`config.mk`:
```
export PLATFORM = sky130hd
export DESIGN_NAME = stage2_mixer
export DESIGN_NICKNAME = d
export VERILOG_FILES = /design/src/rtl/stage_pkg.sv /design/src/rtl/stage2_round.sv /design/src/rtl/stage2_mixer.sv
export SDC_FILE = /design/constraint.sdc
export NUM_CORES = 1
export LEC_CHECK = 0
export ABC_CLOCK_PERIOD_IN_PS = 4500
export CAP_MARGIN = 20
export CELL_PAD_IN_SITES_DETAIL_PLACEMENT = 0
export CELL_PAD_IN_SITES_GLOBAL_PLACEMENT = 2
export CORE_MARGIN = 2
export CORE_UTILIZATION = 40
export CTS_BUF_LIST = sky130_fd_sc_hd__clkbuf_4
export CTS_CLUSTER_DIAMETER = 30
export DETAILED_ROUTE_END_ITERATION = 6
export PLACE_DENSITY_LB_ADDON = 0.3
export SLEW_MARGIN = 20
export SYNTH_ARGS = -nofsm -noshare
export SYNTH_HDL_FRONTEND = slang
export SYNTH_SLANG_ARGS = --single-unit
export TNS_END_PERCENT = 30
```
`constraint.sdc`:
```
create_clock -name clk1 -period 4.5 [get_ports clk1]
set_input_delay 1.35 -clock clk1 [delete_from_list [all_inputs] [get_ports clk1]]
set_output_delay 1.35 -clock clk1 [all_outputs]
set_load 0.02 [all_outputs]
```
`src/rtl/stage_pkg.sv`:
```
// Definitions shared by the stage pipeline: FSM states, datapath width and the
// keyed mixing primitives.
package stage_pkg;

    localparam int WIDTH = 16;

    typedef enum logic [1:0] {
        IDLE = 2'd0,
        RUN  = 2'd1,
        HOLD = 2'd2
    } state_t;

    // Round constant: key in the top five bits, round index in the low byte.
    function automatic logic [15:0] rc(input logic [4:0] key, input logic [7:0] r);
        return {key, 3'b000, r};
    endfunction

    function automatic logic [15:0] rotl16(input logic [15:0] d, input logic [2:0] amt);
        logic [31:0] t;
        t = {d, d} << amt;
        return t[31:16];
    endfunction

endpackage

```
`src/rtl/stage2_round.sv`:
```
// One keyed mixing round: rotate left by 1..4 (from key[1:0]) and XOR the
// round constant.
module stage2_round
    import stage_pkg::*;
(
    input  logic [WIDTH-1:0] d,
    input  logic [4:0]       key,
    input  logic [7:0]       r,
    output logic [WIDTH-1:0] d_next
);

    logic [2:0] amt;

    assign amt    = {1'b0, key[1:0]} + 3'd1;
    assign d_next = rotl16(d, amt) ^ rc(key, r);

endmodule

```
`src/rtl/stage2_mixer.sv`:
```
// Second pipeline stage: captures each stage1 result on the rising edge of its
// done flag, mixes it for ROUNDS cycles and offers it to stage3 via valid/ready.
module stage2_mixer #(
    parameter int ROUNDS = 4,
    parameter int WIDTH  = 16
) (
    input  logic             clk1,
    input  logic             rst,
    input  logic [4:0]       key_bits,
    input  logic [WIDTH-1:0] stg1_out,
    input  logic             stg1_done,
    input  logic             out_ready,
    input  logic             clr_overrun,
    output logic [WIDTH-1:0] stg2_out,
    output logic             stg2_valid,
    output logic             busy,
    output logic             overrun
);
    import stage_pkg::*;

    localparam logic [7:0] LAST_ROUND = 8'(ROUNDS - 1);

    state_t           state, state_nx;
    logic             done_q;
    logic [WIDTH-1:0] data_q;
    logic [4:0]       key_q;
    logic [7:0]       round;
    logic [WIDTH-1:0] d_next;

    logic event_w, capture, finish, release_w, drop;

    assign event_w = stg1_done & ~done_q;
    assign busy    = (state != IDLE);

    stage2_round u_round (
        .d      (data_q),
        .key    (key_q),
        .r      (round),
        .d_next (d_next)
    );

    always_comb begin
        state_nx  = state;
        capture   = 1'b0;
        finish    = 1'b0;
        release_w = 1'b0;
        drop      = 1'b0;
        case (state)
            IDLE: begin
                if (event_w) begin
                    capture  = 1'b1;
                    state_nx = RUN;
                end
            end
            RUN: begin
                drop = event_w;
                if (round == LAST_ROUND) begin
                    finish   = 1'b1;
                    state_nx = HOLD;
                end
            end
            HOLD: begin
                // A handshake frees the stage in the same cycle, so a coincident
                // new result is taken without a bubble.
                if (out_ready) begin
                    release_w = 1'b1;
                    state_nx  = IDLE;
                    if (event_w) begin
                        capture  = 1'b1;
                        state_nx = RUN;
                    end
                end else begin
                    drop = event_w;
                end
            end
            default: state_nx = IDLE;
        endcase
    end

    always_ff @(posedge clk1 or posedge rst) begin
        if (rst) begin
            state      <= IDLE;
            done_q     <= 1'b0;
            data_q     <= '0;
            key_q      <= '0;
            round      <= '0;
            stg2_out   <= '0;
            stg2_valid <= 1'b0;
            overrun    <= 1'b0;
        end else begin
            state  <= state_nx;
            done_q <= stg1_done;

            if (capture) begin
                data_q <= stg1_out;
                key_q  <= key_bits;
                round  <= '0;
            end else if (state == RUN) begin
                data_q <= d_next;
                round  <= round + 8'd1;
            end

            if (finish) begin
                stg2_out   <= d_next;
                stg2_valid <= 1'b1;
            end else if (release_w) begin
                stg2_valid <= 1'b0;
            end

            // Set has priority over a coincident clear.
            if (drop)
                overrun <= 1'b1;
            else if (clr_overrun)
                overrun <= 1'b0;
        end
    end

endmodule

```
==> changes_impl.md, run 1 <==
## Implementation

* Status: finished clean
* Clock-net power at 0.000259 W
* Crit-path max FO at 5
* Sequential fraction of design power at 31.7%
* Ys cells at 287
* Clock network power share at 9.4%
* IO Count at 45
* FFs w/ async S/R, synth at 100%
* CTS tree: done
* Largest net degree at the start of global routing at 54
* RSZ-0062 raised after global routing: no
* Register area at 1250 sq um
* CP max stage delay at 0.60 ns
* Root Driver: clkbuf_4
* Layout net count at 357
* Total power at 0.00276 W
* Mean number of vias per cell at 5.28
* # clk buffers at 5
* Psw at 0.00122 W
* Combinational group share of total power at 58.9%
* R2r endpoint: stg2_out[0]
* Top cell category: logic gates
* Cells on Worst Hold Path at 2
* Area leader share at 40.2%
* MUX share of area at 23.2%
* Flop+latch power at 0.000873 W
* Gate Area at 1730 sq um
* Top cells by area: dfrtp_1 40%, mux2i_1 9.7%, mux4_2 6.5%
* Synth area leader: dfrtp_1
* Hold_buf cts at 0
* Top logic family: multiplexers
* Fp_density at 40.7%
* Synthesis-to-layout area growth at 18.5%
* Post-DP HPWL at 4920 um
* Total core area at 7650 sq um
* DR WL/cell at 16.1 um
* Count of final setup violators at 0
* Worst Tran Pin Value at 0.943 ns
* First-pass GRT wire length at 11700 um
* Drt first pass iters at 4
* Flops out of synthesis at 50
* Crit path DAT at 1.82 ns
* Full die area at 8500 sq um
* Switching Fraction at 44.1%
* Routability cong. at 0.782
* Yosys cell types at 35
* CP dominant cell by count: inv_1
* R2R depth at 5
* DR vias at 2242
* Clock sinks at 50
* CP Buf/Inv Count at 3
* Skew-Pair Late Insertion Delay at 0.37 ns
* Ratio of cells with drive above 1 in the final layout at 7.74%
* Setup TNS at 0 ns
* Total setup buffers inserted after CTS at 0
* Count of tool warnings at 31
* Yosys aoi share at 5.31%
* P_int at 0.00154 W
* Worst r2r src: key_q[0]
* TAP cells at 102
* Most numerous cell in the Yosys netlist: dfrtp_1
* Cells after Synth at 287
* Pleak at 1.67 nW
* Layout clock area frac at 1.93%
* Non-Clock Buffer Count at 49
* Power per standard cell area at 748 nW/um^2
* Placed cell areas at 3610 sq um
* Fa+ha+maj area frac at 3.22%
* Hold crit path type: register to register
* Count of non-CTS inverters in the layout at 5
* Hold_sp: stg2_out[6]
* Post-synthesis sequential area ratio at 40.2%
* 1st-iter DRT viols at 101
* Most common library cells after synthesis: 50 x dfrtp_1, 33 x nand2_1, 30 x mux2i_1
* Nets at Floorplan at 321
* Yosys warns at 0
* Setup Skew at 0.00706 ns
* Routed wire length at 6830 um
* GRT overflow at 0
* Slowest-stage cell, CP: clkdlybuf4s50_1
* Synthesized area at 3110 sq um
* # port buffers at 44
* Gr usage total at 17.4%
* Mean Syn Cell Area at 10.8 sq um
* Non-clock buffering overhead at 13.3%
* Max VDD drop at 0.000325 V
* Drt drc at 0
* Critical Path End Type: primary output
* Hold Fails Final Rpt at 0
* Sequential cell area share at 33.9%
* Final Max Slew Viols at 0
* Pre-CTS WS at 1.13 ns
* Width of the die at 92.2 um
* Diode count at 0
* Top power group: combinational logic
* Fillers at 738
* CTS clock-pin slew for the worst setup and hold paths at 0.15 ns
* Final critical-path share of the clock period at 70.4%
* Multi-In Gates at 212
* CTS resizes at 0
* Yosys simple share at 20.2%
* Cts bufs inserted at 5
* Max-Cap Viols at 0
* Xor/xnor share at 3.66%
* Yosys Chip Area at 3110 sq um
* Hold WS at 0.492 ns
* Num rows at 32
* Slew margin rel. at 37.1%
* Final Worst Setup Slack at 1.33 ns
* Logic gate fraction of the total cell area at 46.8%
* Clock Path Buffers at 2
* Hold endpoint: stg2_out[6]
* Most common reg cell: dfrtp_1
* Min cycle time layout at 3.17 ns
* CP required at 3.15 ns
* Reg-to-reg setup timing slack at 1.50 ns
* Initial antenna violation count at 0
* EDFF count, synth at 0
* Fmax achieved at 316 MHz
* H-tree levels at 2
* Cell family with most CP delay: buffers and inverters
* Vias in the first global route at 2202
* WS Path Type: register to primary output
[run 1: cell families after synthesis]
group	after synthesis
AOI/OAI and AO/OA	28
xor gates and xnor gates	13
adders and majority gates	8
buffers and inverters	25
DFF	50
muxes	49
and+or+nand+nor	114
[run 1: metal layers]
layer / GRT usage [%] / vias up / wire length [um]
met5: 0 / - / 0
met4: 3.73 / 0 / 66
met3: 3.04 / 7 / 270
met2: 25.7 / 52 / 3010
met1: 26.7 / 1053 / 3480
li1: - / 1130 / -
[run 1: state kept, by name, indices dropped and copies added (netlist names)]
name and count:
state 2, key_q 5, round 8, data_q 16, stg2_valid 1, done_q 1, stg2_out 16, overrun 1
[run 1: cells in the final DEF, fill, tap and decap left out, drive strengths merged, types with 2 or more instances in the layout]
cell type,synthesis,routed
mux4,16,16
a21oi,2,2
ha,8,8
nand4,15,15
inv,5,5
buf,9,5
mux2i,30,30
a21o,3,3
nand2,33,33
nor2b,14,14
nand2b,3,3
xor2,13,13
a211oi,3,3
nor2,13,13
nand3,17,17
clkbuf,11,5
mux2,3,3
or3,2,2
o21ai,17,17
dfrtp,50,50
or4b,11,11
clkdlybuf4s50,0,44
[run 1: how the worst max path moves through the flow]
stage,startpoint,to,slack (ns),cells past startpoint
5_1_grt,state[0],busy,1.22,4
3_5_place_dp,out_ready,data_q[3],1.13,6
6_report,state[0],busy,1.33,4
3_3_place_gp,out_ready,data_q[4],1.18,6
2_1_floorplan,stg1_done,key_q[1],1.94,5
4_1_cts,state[0],busy,1.30,4
[run 1: stage by stage]
| stage | util [%] | std cells |
|---|---|---|
| 2_1_floorplan | - | 287 |
| 3_3_place_gp | 47.0 | 417 |
| 3_5_place_dp | 47.3 | 418 |
| 4_1_cts | 48.2 | 425 |
| 5_1_grt | 48.2 | 425 |
| 6_report | 48.2 | 425 |
==> run_1/wires.png <==
Scale bar: 20 um.
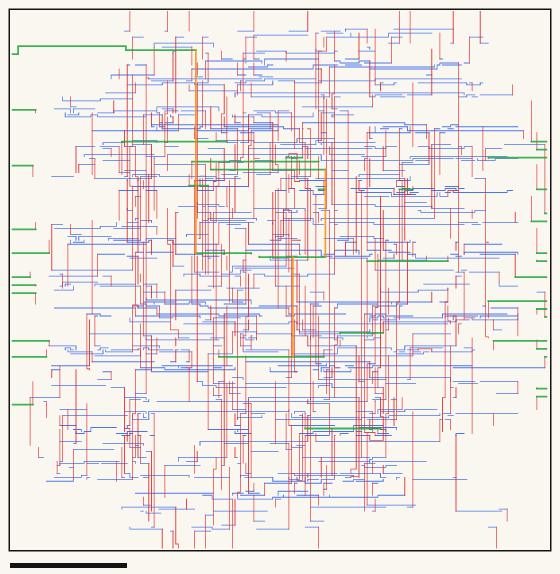
Green is metal 3, wire length 271 um. Red is metal 2, wire length 3010 um. Orange is metal 4, wire length 66.6 um. Blue is metal 1, wire length 3480 um.

==> run_1/clk_routes.png <==
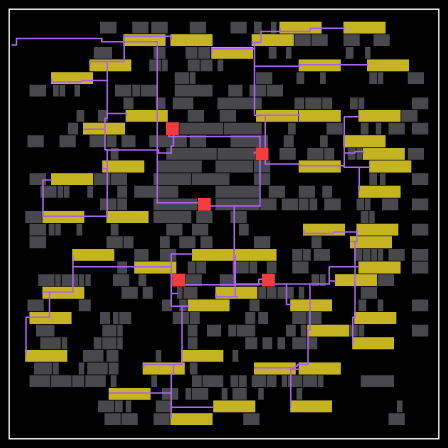
Red is clock drivers, count 5. Purple is clock wires, length 698 um. Yellow is flip-flops, count 50.
There are 6 routed clock nets.

==> run_1/logic_types.png <==
Scale bar: 20 um.
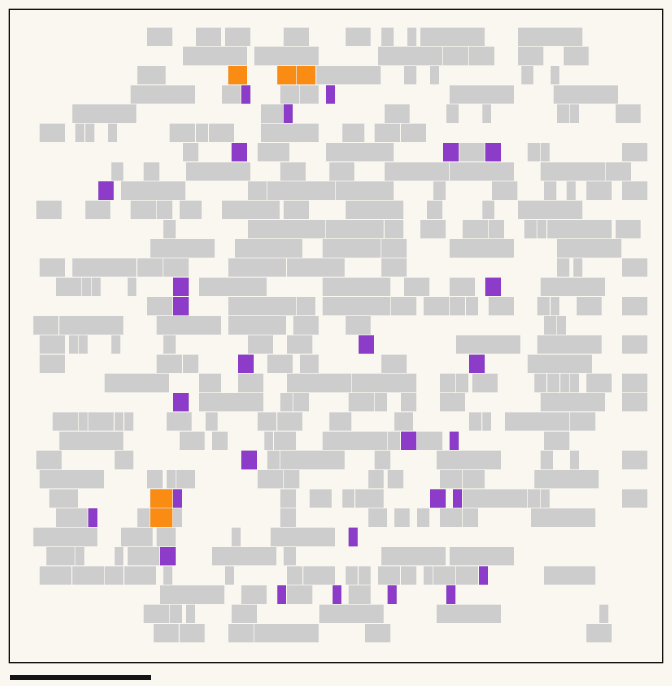
Orange is non-inverting ao/oa cells, cells 5. Purple is nor cells, cells 28.

==> run_1/cell_density.png <==
9 x 9 tiles, from dark blue (low) to red (high), 0 to 100% covered.
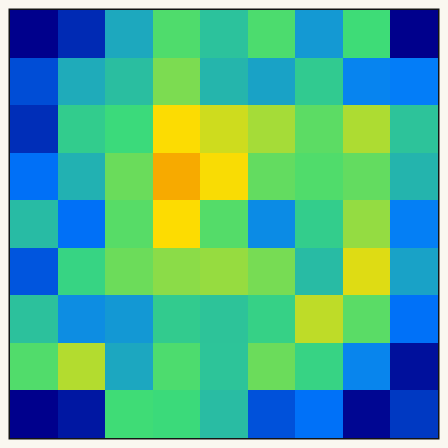
4.9% of the tiles are nearly empty. The fullest tile reaches 81%. The densest ninth of the die: centre.

## Run 2: what changed since run 1
Settings changed: ABC_CLOCK_PERIOD_IN_PS 4500 to 2900, CORE_UTILIZATION 40 to 33.
Clock period 4.5 ns to 2.9 ns, I/O delays scaled along.
==> run_2/wires.png <==
Scale bar: 20 um.
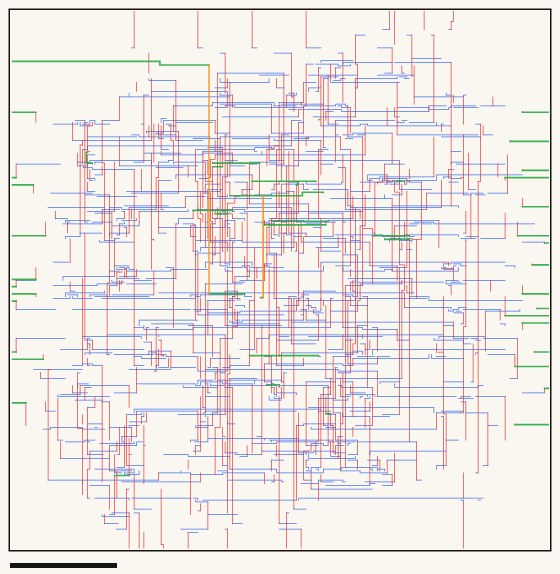
Blue is metal 1, wire length 3750 um. Red is metal 2, wire length 3180 um. Orange is metal 4, wire length 61.9 um. Green is metal 3, wire length 262 um.

==> run_2/congestion.png <==
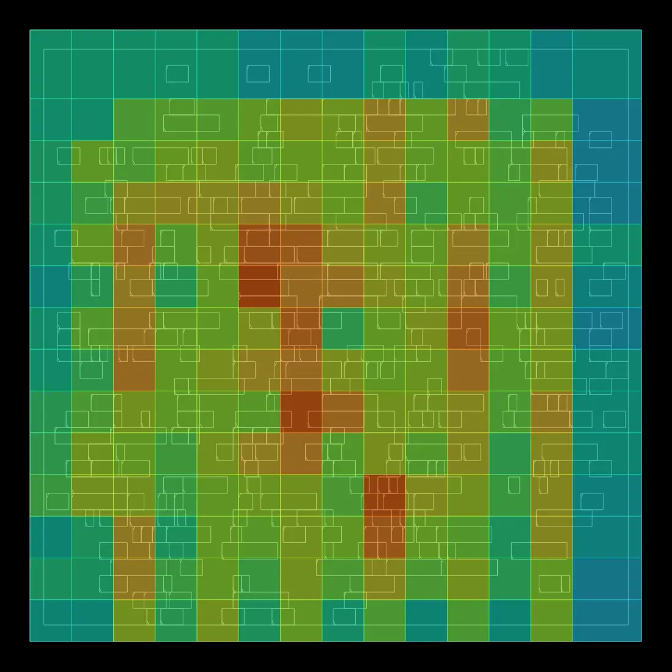
DR WL/cell: 16.5 um
met1 Track Usage GR: 23.5%

==> changes_impl.md, run 2 <==
## Implementation

* Psw at 0.00194 W (+60%)
* Diode count at 0 (unchanged)
* Cells on Worst Hold Path at 2 (unchanged)
* CP dominant cell by count: inv_1
* Power per standard cell area at 1170 nW/um^2 (+56%)
* MUX share of area at 23.2% (unchanged)
* Drt drc at 0 (unchanged)
* R2R depth at 6 (+1)
* Largest net degree at the start of global routing at 37 (-31%)
* Pleak at 1.71 nW (+2.0%)
* GRT overflow at 0 (unchanged)
* CTS resizes at 0 (unchanged)
* Total core area at 9200 sq um (+20%)
* EDFF count, synth at 0 (unchanged)
* Clock sinks at 50 (unchanged)
* Setup crit start kind: register
* Skew-Pair Late Insertion Delay at 0.37 ns (about the same)
* Routability cong. at 0.842 (+7.7%)
* CTS tree: done
* P_int at 0.00244 W (+59%)
* Sequential fraction of design power at 29.8% (-1.9 points)
* FFs w/ async S/R, synth at 100% (unchanged)
* R2r endpoint: stg2_out[13]
* Most numerous cell in the Yosys netlist: dfrtp_1
* Num rows at 35 (+9.4%)
* Clock Path Buffers at 2 (unchanged)
* CP Buf/Inv Count at 3 (unchanged)
* Post-synthesis sequential area ratio at 40.2% (unchanged)
* Reg-to-reg setup timing slack at 0.71 ns (-0.79 ns)
* Final Max Slew Viols at 0 (unchanged)
* Non-filler instance count after layout at 439 (+3.3%)
* Top cell excl fill/tap: dfrtp_1
* Gr busiest metal: met1
* Setup TNS at 0 ns (unchanged)
* Fillers at 912 (+24%)
* GRT met2 Usage at 21.9% (-3.8 points)
* Hold Fails Final Rpt at 0 (unchanged)
* Min cycle time layout at 2.69 ns
* Gate Area at 1730 sq um (unchanged)
* Layout net count at 362 (+1.4%)
* Dpl cells at 432 (+3.3%)
* Top logic family: multiplexers
* RSZ-0062 raised after global routing: no
* Mean Syn Cell Area at 10.8 sq um (unchanged)
* Synthesized area at 3110 sq um (unchanged)
* Critical Path End Type: primary output
* Fmax achieved at 372 MHz
* H-tree levels at 2 (unchanged)
* Routing usage on met3 at 2.50% (-0.54 points)
* Combinational group share of total power at 60.9% (+2.0 points)
* Most common reg cell: dfrtp_1
* Ratio of cells with drive above 1 in the final layout at 9.15% (+1.4 points)
* Width of the die at 101 um (+9.7%)
* Hold WS at 0.497 ns (+0.00417 ns)
* Switching Fraction at 44.3% (+0.17 points)
* Count of final setup violators at 0 (unchanged)
* Root Driver: clkbuf_4
* Setup Skew at 0.0111 ns (+0.00399 ns)
* Most frequent cells in the layout: 50 x dfrtp_1, 44 x clkdlybuf4s50_1, 33 x nand2_1
* Register area at 1250 sq um (unchanged)
* Max VDD drop at 0.000487 V (+50%)
* Count of tool warnings at 31 (unchanged)
* Yosys aoi share at 5.31% (unchanged)
* Area leader share at 40.2% (unchanged)
* First-pass GRT wire length at 12000 um (+2.6%)
* Hold endpoint: stg2_valid
* Initial antenna violation count at 0 (unchanged)
* Hold_buf cts at 0 (unchanged)
* Crit-path max FO at 5 (unchanged)
* Yosys simple share at 20.2% (unchanged)
* IO Count at 45 (unchanged)
* Cell family with most CP delay: buffers and inverters
* Yosys Chip Area at 3110 sq um (unchanged)
* Yosys warns at 0 (unchanged)
* CP required at 2.03 ns (-1.12 ns)
* Fa+ha+maj area frac at 3.22% (unchanged)
* # port buffers at 44 (unchanged)
* Slew margin rel. at 57.4% (+20 points)
* Post-DP HPWL at 5320 um (+8.2%)
* Synth area leader: dfrtp_1
* Top cells by area: dfrtp_1 40%, mux2i_1 9.7%, mux4_2 6.5%
* Hold_sp: stg2_valid
* Flops out of synthesis at 50 (unchanged)
* DR vias at 2325 (+3.7%)
* Max-Cap Viols at 0 (unchanged)
* 1st-iter DRT viols at 140 (+39%)
* Mean number of vias per cell at 5.30 (+0.39%)
* Synthesis-to-layout area growth at 20.9%
* Cts bufs inserted at 5 (unchanged)
* Hold crit path type: register to register
* Final critical-path share of the clock period at 92.7%
* Xor/xnor share at 3.66% (unchanged)
* Gr usage total at 15.2% (-2.2 points)
* Status: finished clean
* Most common library cells after synthesis: 50 x dfrtp_1, 33 x nand2_1, 30 x mux2i_1
* Vias in the first global route at 2199 (-0.14%)
* Slowest-stage cell, CP: clkdlybuf4s50_1
* Nets at Floorplan at 321 (unchanged)
* WS Path Type: register to primary output
* CTS clock-pin slew for the worst setup and hold paths at 0.14 ns (about the same)
* Largest registers: data_q: 16 flops, stg2_out: 16 flops, round: 8 flops
* Worst r2r src: key_q[1]
* Clock network power share at 9.3% (about the same)
* Cells after Synth at 287 (unchanged)
* Crit path DAT at 1.82 ns (about the same)
* Total setup buffers inserted after CTS at 0 (unchanged)
* Ys cells at 287 (unchanged)
* Drt first pass iters at 4 (unchanged)
* Total power at 0.00439 W (+59%)
* Yosys cell types at 35 (unchanged)
* Full die area at 10200 sq um (+20%)
==> run_2/logic_types.png <==
Scale bar: 20 um.
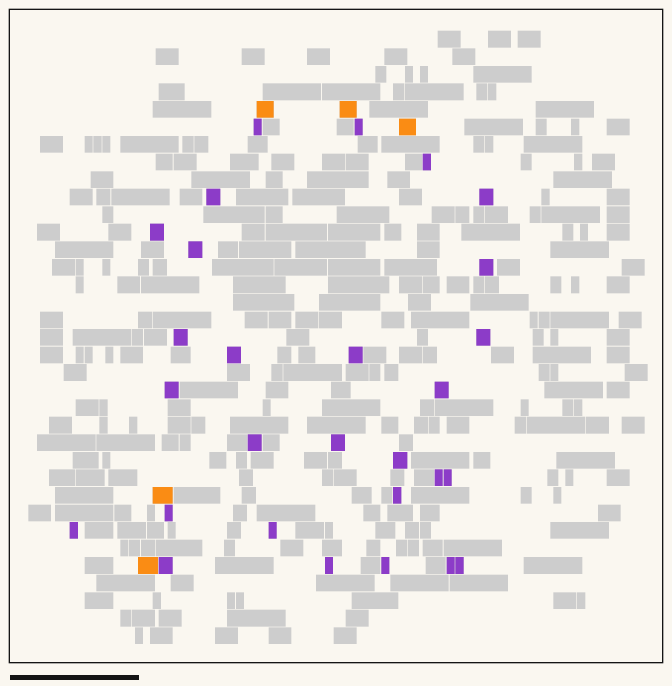
Orange is non-inverting ao/oa cells, cells 5. Purple is nor cells, cells 28.

run 2: netlist changes by cell type in the layout (fill, tap and decap cells not counted):
cell and change:
buf_4 +3, buf_12 +2
run 2: routing by layer:
metal	vias up	share of wire (%)	wire length, um
met5	-	0	0
met4	0	0.84	61
met3	4	3.6	261
met2	65	44	3180
met1	1119	52	3750
li1	1137	-	-
run 2: logic make-up after synthesis:
logic type	count (synthesis)
xor+xnor	13
simple gates	114
fa+ha+maj	8
flops	50
buf+inv	25
compound gates	28
mux	49
run 2: cell type report:
| class | instances | area share [%] |
|---|---|---|
| clock buffers | 5 | 0.998 |
| repair buffers | 54 | 14.7 |
| well taps | 111 | 3.69 |
| flip-flops and latches | 50 | 33.3 |
| inverters | 5 | 0.499 |
| multi-input cells | 212 | 45.9 |
| clock inverters | 2 | 0.899 |
run 2: worst max path at each step:
stage                     slack (ns)  startpoint  depth (start not counted)          to
after floorplan                 0.82   stg1_done                          5    key_q[1]
after global placement          0.36   out_ready                          6  data_q[12]
after detailed placement        0.34   out_ready                          6  data_q[12]
after CTS                       0.17    state[0]                          4        busy
after global routing            0.09    state[1]                          4        busy
final                           0.21    state[0]                          4        busy
run 2: power groups by stage:
stage	clock [W]	combinational, W	sequential (W)
after floorplan	0	0.00186	0.00134
after global placement	0	0.00268	0.00131
after detailed placement	0	0.00271	0.00132
after CTS	0.000421	0.00272	0.00131
after global routing	0.000453	0.00297	0.00136
final	0.000407	0.00267	0.00131
run 2: metrics by stage:
step	worst slack, ns	instance area, sq um	utilization [%]
2_1_floorplan	0.818	3110	-
3_3_place_gp	0.363	3690	40.1
3_5_place_dp	0.345	3690	40.1
4_1_cts	0.172	3760	40.9
5_1_grt	0.0865	3760	40.9
6_report	0.212	3760	40.9
==> run_2/cell_density.png <==
10 x 10 tiles, from dark blue (low) to red (high), 0 to 100% covered.
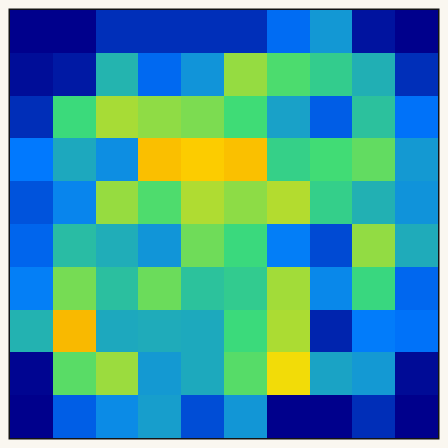

## Run 3: what changed since run 2
Settings changed: ABC_AREA from default to 1, CORE_UTILIZATION 33 to 28.
==> run_3/cell_density.png <==
11 x 11 tiles, from dark blue (low) to red (high), 0 to 100% covered.
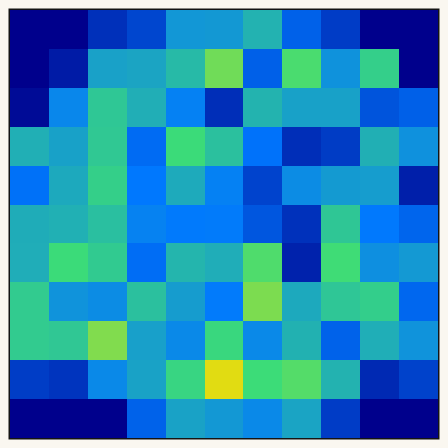
9.1% of the tiles are nearly empty. The mean over all tiles is 29%. The densest ninth of the die: bottom centre. The fullest tile reaches 71%.

==> run_3/wires.png <==
Scale bar: 20 um.
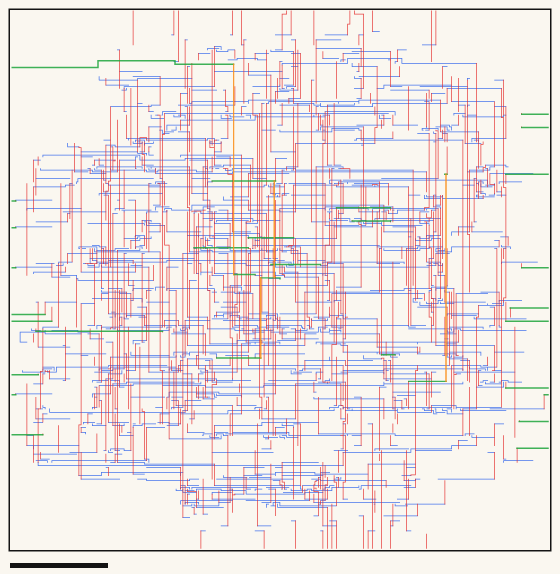
Orange is metal 4, wire length 121 um. Blue is metal 1, wire length 4810 um. Red is metal 2, wire length 4670 um. Green is metal 3, wire length 255 um.

==> run_3/congestion.png <==
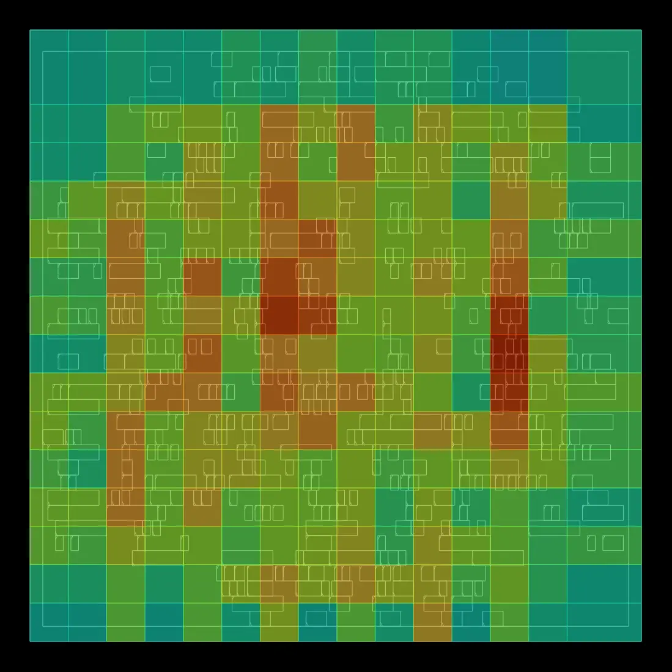
DR WL/cell: 15.7 um
GRT met2 Usage: 28.0%

==> changes_impl.md, run 3 <==
## Implementation

* Status: finished clean
* Most frequent cells in the layout: 170 x nand2_1, 126 x nand3_1, 50 x dfrtp_1
* Max-Cap Viols at 0 (unchanged)
* Vias in the first global route at 2930 (+33%)
* Width of the die at 110 um (+8.8%)
* Largest registers: data_q: 16 flops, stg2_out: 16 flops, round: 8 flops
* WS Path Type: register to primary output
* IO Count at 45 (unchanged)
* Logic gate fraction of the total cell area at 42.5% (-3.4 points)
* Total core area at 10900 sq um (+18%)
* Diode count at 0 (unchanged)
* H-tree levels at 2 (unchanged)
* Gate Area at 1590 sq um (-8.2%)
* Yosys warns at 0 (unchanged)
* Crit-path max FO at 5 (unchanged)
* Setup crit start kind: register
* Count of final setup violators at 0 (unchanged)
* Cells after Synth at 450 (+57%)
* Non-filler instance count after layout at 629 (+43%)
* Ys cells at 450 (+57%)
* Routability cong. at 0.817 (-3.0%)
* Non-clock buffering overhead at 13.6% (-1.2 points)
* Final critical-path share of the clock period at 92.3% (-0.37 points)
* Flops at 50 (unchanged)
* GRT overflow at 0 (unchanged)
* Drt first pass iters at 4 (unchanged)
* CP Buf/Inv Count at 3 (unchanged)
* Synthesized area at 3140 sq um (+1.1%)
* # port buffers at 44 (unchanged)
* Drt drc at 0 (unchanged)
* Hold WS at 0.492 ns (-0.00436 ns)
* 1st-iter DRT viols at 211 (+51%)
* Count of non-CTS inverters in the layout at 40 (+35)
* Fillers at 1211 (+33%)
* Crit path depth at 4 (unchanged)
* Register area at 1250 sq um (unchanged)
* Final Max Slew Viols at 0 (unchanged)
* Most common reg cell: dfrtp_1
* Post-synthesis sequential area ratio at 39.8% (-0.43 points)
* Post-DP HPWL at 7020 um (+32%)
* Dpl cells at 622 (+44%)
* Area leader share at 39.8% (-0.43 points)
* Largest net degree at the start of global routing at 51 (+38%)
* CTS tree: done
* Clock sinks at 50 (unchanged)
* Cell family with most CP delay: buffers and inverters
* Min cycle time layout at 2.68 ns (-0.0107 ns)
* Nets at Floorplan at 484 (+51%)
* Hold_buf cts at 0 (unchanged)
* Synthesis-to-layout area growth at 18.6%
* Top cell excl fill/tap: nand2_1
* Gr usage total at 17.2% (+2.0 points)
* Ratio of cells with drive above 1 in the final layout at 5.93% (-3.2 points)
* Root Driver: clkbuf_4
* FFs w/ async S/R, synth at 100% (unchanged)
* Clock Path Buffers at 2 (unchanged)
* Fmax achieved at 374 MHz (+0.40%)
* DR vias at 3020 (+30%)
* TAP cells at 140 (+26%)
* Mean Syn Cell Area at 6.99 sq um (-36%)
* Total setup buffers inserted after CTS at 0 (unchanged)
* Power per standard cell area at 1200 nW/um^2 (+2.7%)
* Flops out of synthesis at 50 (unchanged)
* Pleak at 1.88 nW (+10%)
* Synth area leader: dfrtp_1
* Initial antenna violation count at 0 (unchanged)
* CTS clock-pin slew for the worst setup and hold paths at 0.16 ns (+0.02 ns)
* Total power at 0.00447 W (+1.9%)
* Skew-Pair Late Insertion Delay at 0.37 ns (about the same)
* Num rows at 38 (+8.6%)
* Yosys cell types at 26 (-26%)
* RSZ-0062 raised after global routing: no
* Full die area at 12100 sq um (+18%)
* Slowest-stage cell, CP: clkdlybuf4s50_1
* Setup Skew at 0.0115 ns (+0.000466 ns)
* Top cells by area: dfrtp_1 40%, nand2_1 20%, nand3_1 20%
* Cells on Worst Hold Path at 2 (unchanged)
* EDFF count, synth at 0 (unchanged)
* Hold Fails Final Rpt at 0 (unchanged)
## run 3: cell types whose count changed after synthesis, moves of 9 or more
cell      delta
nand3_1    +109
clkbuf_1     -9
nand2_1    +137
xor2_1      -13
nand4_1     -14
inv_1       +28
mux4_2       -9
nor2b_1     -14
or4b_1      -11
mux2i_1     -30
## run 3: metrics by stage
step | worst slack [ns] | utilization (%) | area [sq um]
6_report | 0.223 | 34.3 | 3730
3_3_place_gp | 0.501 | 33.8 | 3680
3_5_place_dp | 0.474 | 33.8 | 3680
5_1_grt | 0.122 | 34.3 | 3730
4_1_cts | 0.206 | 34.3 | 3730
2_1_floorplan | 0.829 | - | 3140
## run 3: cells by family after synthesis
logic type	Yosys count	share of synthesized area, %
fa+ha+maj	8	3.18
flops	50	39.8
buf+inv	59	9.79
compound gates	19	3.18
simple gates	314	44.1
## run 3: tightest hold or removal path, delay by kind of cell (launching register included)
family           cells  cell delay, ns
AND/OR/NAND/NOR      2            0.11
flip-flops           1            0.37
## run 3: power breakdown
| group | leakage [nW] | internal (W) | total [W] | switching [W] |
|---|---|---|---|---|
| logic | 1.21 | 0.00103 | 0.00291 | 0.00189 |
| registers | 0.635 | 0.000985 | 0.00121 | 0.000224 |
| clock network | 0.0322 | 0.000111 | 0.000346 | 0.000235 |
| total | 1.88 | 0.00212 | 0.00447 | 0.00235 |
## run 3: final timing paths
path                              from           to  slack (ns)
setup reg to reg              state[1]    data_q[6]        0.80
max in group asynchronous          rst  stg2_out[0]        1.79
setup / recovery              state[0]         busy        0.22
hold reg to reg            stg2_out[9]  stg2_out[9]        0.49
min in group asynchronous          rst   data_q[13]        0.85
hold / removal             stg2_out[9]  stg2_out[9]        0.49
## run 3: metal layers
layer	track usage, %	wire length (um)
met5	0	0
met4	4.07	121
met2	28.0	4670
met1	23.9	4810
met3	2.47	254
Power figures rest on the tool's default switching activity, not on a simulated workload.
